Fig. 1: sequential cells grouped by signal name
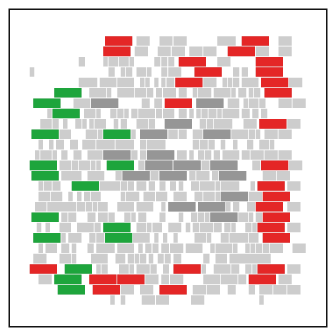
Fig. 2: routed metal, one colour a layer
Scale bar: 20 um.
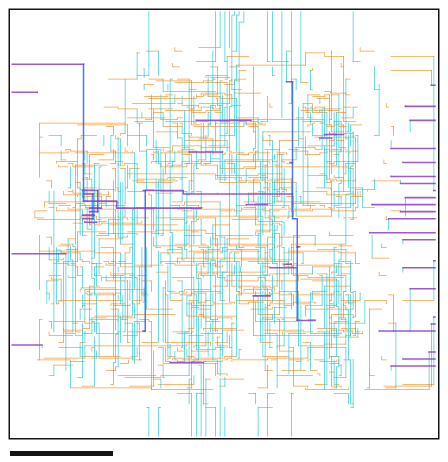
Fig. 3: clock wiring as the flow saved it
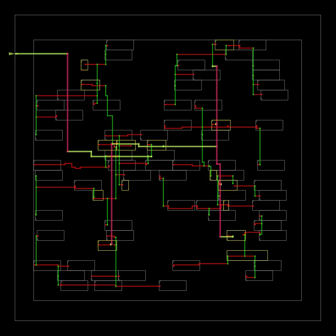
Fig. 4: clock network drawn from the DEF
Scale bar: 20 um.
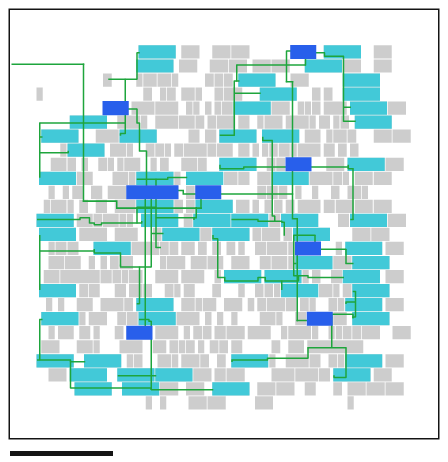
### config.mk
export PLATFORM = sky130hd
export DESIGN_NAME = bcd4_counter_seg
export DESIGN_NICKNAME = d
export VERILOG_FILES = /design/src/rtl/bcd4_counter_seg.sv
export SDC_FILE = /design/constraint.sdc
export NUM_CORES = 1
export LEC_CHECK = 0
export CAP_MARGIN = 5
export CORE_MARGIN = 5
export CORE_UTILIZATION = 57
export CTS_CLUSTER_DIAMETER = 200
export CTS_CLUSTER_SIZE = 10
export DETAILED_ROUTE_END_ITERATION = 8
export PLACE_DENSITY = 0.87
export SYNTH_ARGS = -nofsm -noshare
export SYNTH_HDL_FRONTEND = slang
export SYNTH_SLANG_ARGS = --single-unit
### constraint.sdc
create_clock -name clock -period 5.05 [get_ports clock]
set_clock_uncertainty 0.1 [all_clocks]
set_input_delay 1.01 -clock clock [delete_from_list [all_inputs] [get_ports clock]]
set_output_delay 1.01 -clock clock [all_outputs]
set_load 0.02 [all_outputs]
### src/rtl/bcd4_counter_seg.sv
// Four-digit BCD event counter (0000-9999) with a clock prescaler and registered
// active-low 7-segment patterns per digit. Optional macro: LEADING_ZERO_BLANK_EN.
module bcd4_counter_seg #(
    parameter int DIV  = 1,
    parameter int DIVW = 16
) (
    input  logic        clock,
    input  logic        reset,
    input  logic        enable,
    input  logic        clear,
    output logic [15:0] digits,
    output logic        carry,
    output logic [7:0]  LED3,
    output logic [7:0]  LED2,
    output logic [7:0]  LED1,
    output logic [7:0]  LED0
);

    localparam logic [DIVW-1:0] PCNT_LAST = DIVW'(DIV - 1);
    localparam logic [7:0]      SEG_BLANK = 8'hFF;
    localparam logic [7:0]      SEG_ZERO  = 8'h03;

`ifdef LEADING_ZERO_BLANK_EN
    localparam logic [31:0] LED_RESET = {SEG_BLANK, SEG_BLANK, SEG_BLANK, SEG_ZERO};
`else
    localparam logic [31:0] LED_RESET = {SEG_ZERO, SEG_ZERO, SEG_ZERO, SEG_ZERO};
`endif

    // Active-low {a,b,c,d,e,f,g,dp}; dp is always off. Non-BCD codes show blank.
    function automatic logic [7:0] seg7_encode(input logic [3:0] bcd);
        logic [7:0] seg;
        case (bcd)
            4'd0:    seg = 8'h03;
            4'd1:    seg = 8'h9F;
            4'd2:    seg = 8'h25;
            4'd3:    seg = 8'h0D;
            4'd4:    seg = 8'h99;
            4'd5:    seg = 8'h49;
            4'd6:    seg = 8'h41;
            4'd7:    seg = 8'h1F;
            4'd8:    seg = 8'h01;
            4'd9:    seg = 8'h09;
            default: seg = SEG_BLANK;
        endcase
        return seg;
    endfunction

    // Packs all four patterns {LED3,LED2,LED1,LED0}; the ones digit is never blanked.
    function automatic logic [31:0] encode_all(input logic [15:0] d);
        logic [31:0] leds;
        leds = {seg7_encode(d[15:12]), seg7_encode(d[11:8]),
                seg7_encode(d[7:4]),   seg7_encode(d[3:0])};
`ifdef LEADING_ZERO_BLANK_EN
        if (d[15:12] == 4'd0) begin
            leds[31:24] = SEG_BLANK;
        end else begin
            leds[31:24] = leds[31:24];
        end
        if (d[15:8] == 8'd0) begin
            leds[23:16] = SEG_BLANK;
        end else begin
            leds[23:16] = leds[23:16];
        end
        if (d[15:4] == 12'd0) begin
            leds[15:8] = SEG_BLANK;
        end else begin
            leds[15:8] = leds[15:8];
        end
`endif
        return leds;
    endfunction

    logic [DIVW-1:0] pcnt_r;
    logic [DIVW-1:0] pcnt_next_s;
    logic            tick_s;
    logic [15:0]     digits_r;
    logic [15:0]     digits_next_s;
    logic            ripple_s;
    logic            wrap_s;
    logic            carry_r;
    logic [31:0]     led_r;
    logic [31:0]     led_next_s;

    // Prescaler: advances only while enabled, wraps and emits a tick on its last count.
    always_comb begin
        tick_s      = 1'b0;
        pcnt_next_s = pcnt_r;
        if (enable) begin
            if (pcnt_r == PCNT_LAST) begin
                tick_s      = 1'b1;
                pcnt_next_s = '0;
            end else begin
                pcnt_next_s = pcnt_r + DIVW'(1);
            end
        end else begin
            pcnt_next_s = pcnt_r;
        end
    end

    // Decimal ripple: a digit rolls to 0 at 9 and passes the increment upward.
    always_comb begin
        digits_next_s = digits_r;
        ripple_s      = tick_s;
        for (int k = 0; k < 4; k++) begin
            if (ripple_s) begin
                // >= keeps a corrupted digit from ever escaping the 0-9 range
                if (digits_r[4*k +: 4] >= 4'd9) begin
                    digits_next_s[4*k +: 4] = 4'd0;
                end else begin
                    digits_next_s[4*k +: 4] = digits_r[4*k +: 4] + 4'd1;
                    ripple_s                = 1'b0;
                end
            end else begin
                digits_next_s[4*k +: 4] = digits_r[4*k +: 4];
            end
        end
        wrap_s = ripple_s;
    end

    // Segment patterns follow the registered digits, one cycle behind them.
    always_comb begin
        led_next_s = encode_all(digits_r);
    end

    // State registers; reset beats clear, clear beats a same-cycle tick.
    always_ff @(posedge clock) begin
        if (reset) begin
            pcnt_r   <= '0;
            digits_r <= 16'h0000;
            carry_r  <= 1'b0;
            led_r    <= LED_RESET;
        end else if (clear) begin
            pcnt_r   <= '0;
            digits_r <= 16'h0000;
            carry_r  <= 1'b0;
            led_r    <= led_next_s;
        end else begin
            pcnt_r   <= pcnt_next_s;
            digits_r <= digits_next_s;
            carry_r  <= wrap_s;
            led_r    <= led_next_s;
        end
    end

    assign digits = digits_r;
    assign carry  = carry_r;
    assign LED3   = led_r[31:24];
    assign LED2   = led_r[23:16];
    assign LED1   = led_r[15:8];
    assign LED0   = led_r[7:0];

endmodule

==> impl_metrics.yaml <==
# physical design summary
final_layout:
  clock_area_frac: 0.04890
  lay_top_count: "dfxtp_1"
  antennaDiodeCount: 0
  comb-cell-share: 0.4482
  nonClockBufferCount: 48
final_timing:
  setup_viol: 0
  min_period_ns: 3.179
hold_path:
  whs_endpoint: "pcnt_r[15]"
worst_setup_path:
  r2r_start: "digits[1]"
  regToRegEndpoint: "digits[11]"
  cp-end-kind: "register"
  crit_buf_inv: 1
  crit_slowest_cell: "clkdlybuf4s50_1"
routing:
  top_layer_used: "met4"
  met1_length_um: 2680
cts:
  cts_tree: "done"
  clkSinkCount: 61
  post-cts-setup-buffers: 0
floorplanning:
  coreArea_um2: 5140
  num_rows: 26
outcome:
  status: "complete, no violations"
global_routing:
  grt_antenna_before_repair: 0
  grt_max_degree: 23
  grt_pass1_vias: 2408
synthesis:
  async_flop_share: 0
power:
  irDropWorstVdd_mv: 0.1808
## Picture notes: Fig. 1
| name in the netlist | colour | placed flops |
|---|---|---|
| led_r | red | 28 |
| pcnt_r | green | 16 |

## Picture notes: Fig. 2
| layer | colour | wire length |
|---|---|---|
| metal 4 | blue | 110 um |
| metal 2 | cyan | 3190 um |
| metal 3 | purple | 285 um |
| metal 1 | orange | 2680 um |

## Picture notes: Fig. 3
worst-skew pair later-pin latency: 0.33 ns
P_clk: 0.402 mW
flop count: 61

## Picture notes: Fig. 4
[clock wires] green | length: 728 um
[flip-flops] cyan | count: 61
[clock drivers] blue | count: 9
flops lie: spread over the die

## cells by family (layout without fill, tap and decap cells)
family          after synthesis  count (layout)  share of synthesized area
fa+ha+maj                    21              21                    0.08667
buf+inv                      40              80                    0.05613
flops                        61              61                     0.4028
simple gates                131             131                     0.2423
other cells                   1               4                   0.001237
compound gates               79              79                     0.1498
mux                           8               8                    0.02641
xor+xnor                     12              12                    0.03467
## power breakdown
group	internal [mW]	switching [mW]	total, mW	leakage (nW)
logic	0.0120	0.0244	0.0364	0.735
registers	0.483	0.00189	0.485	0.492
clock network	0.222	0.180	0.402	0.0919
## metrics by stage
step           instance area [um2]  setup slack [ns]
6_report                      3685             1.871
2_1_floorplan                 3043             2.615
5_1_grt                       3685             1.659
4_1_cts                       3685             1.919
3_3_place_gp                  3505             1.697
3_5_place_dp                  3505             1.587
Power is estimated from default activity; no workload was simulated.
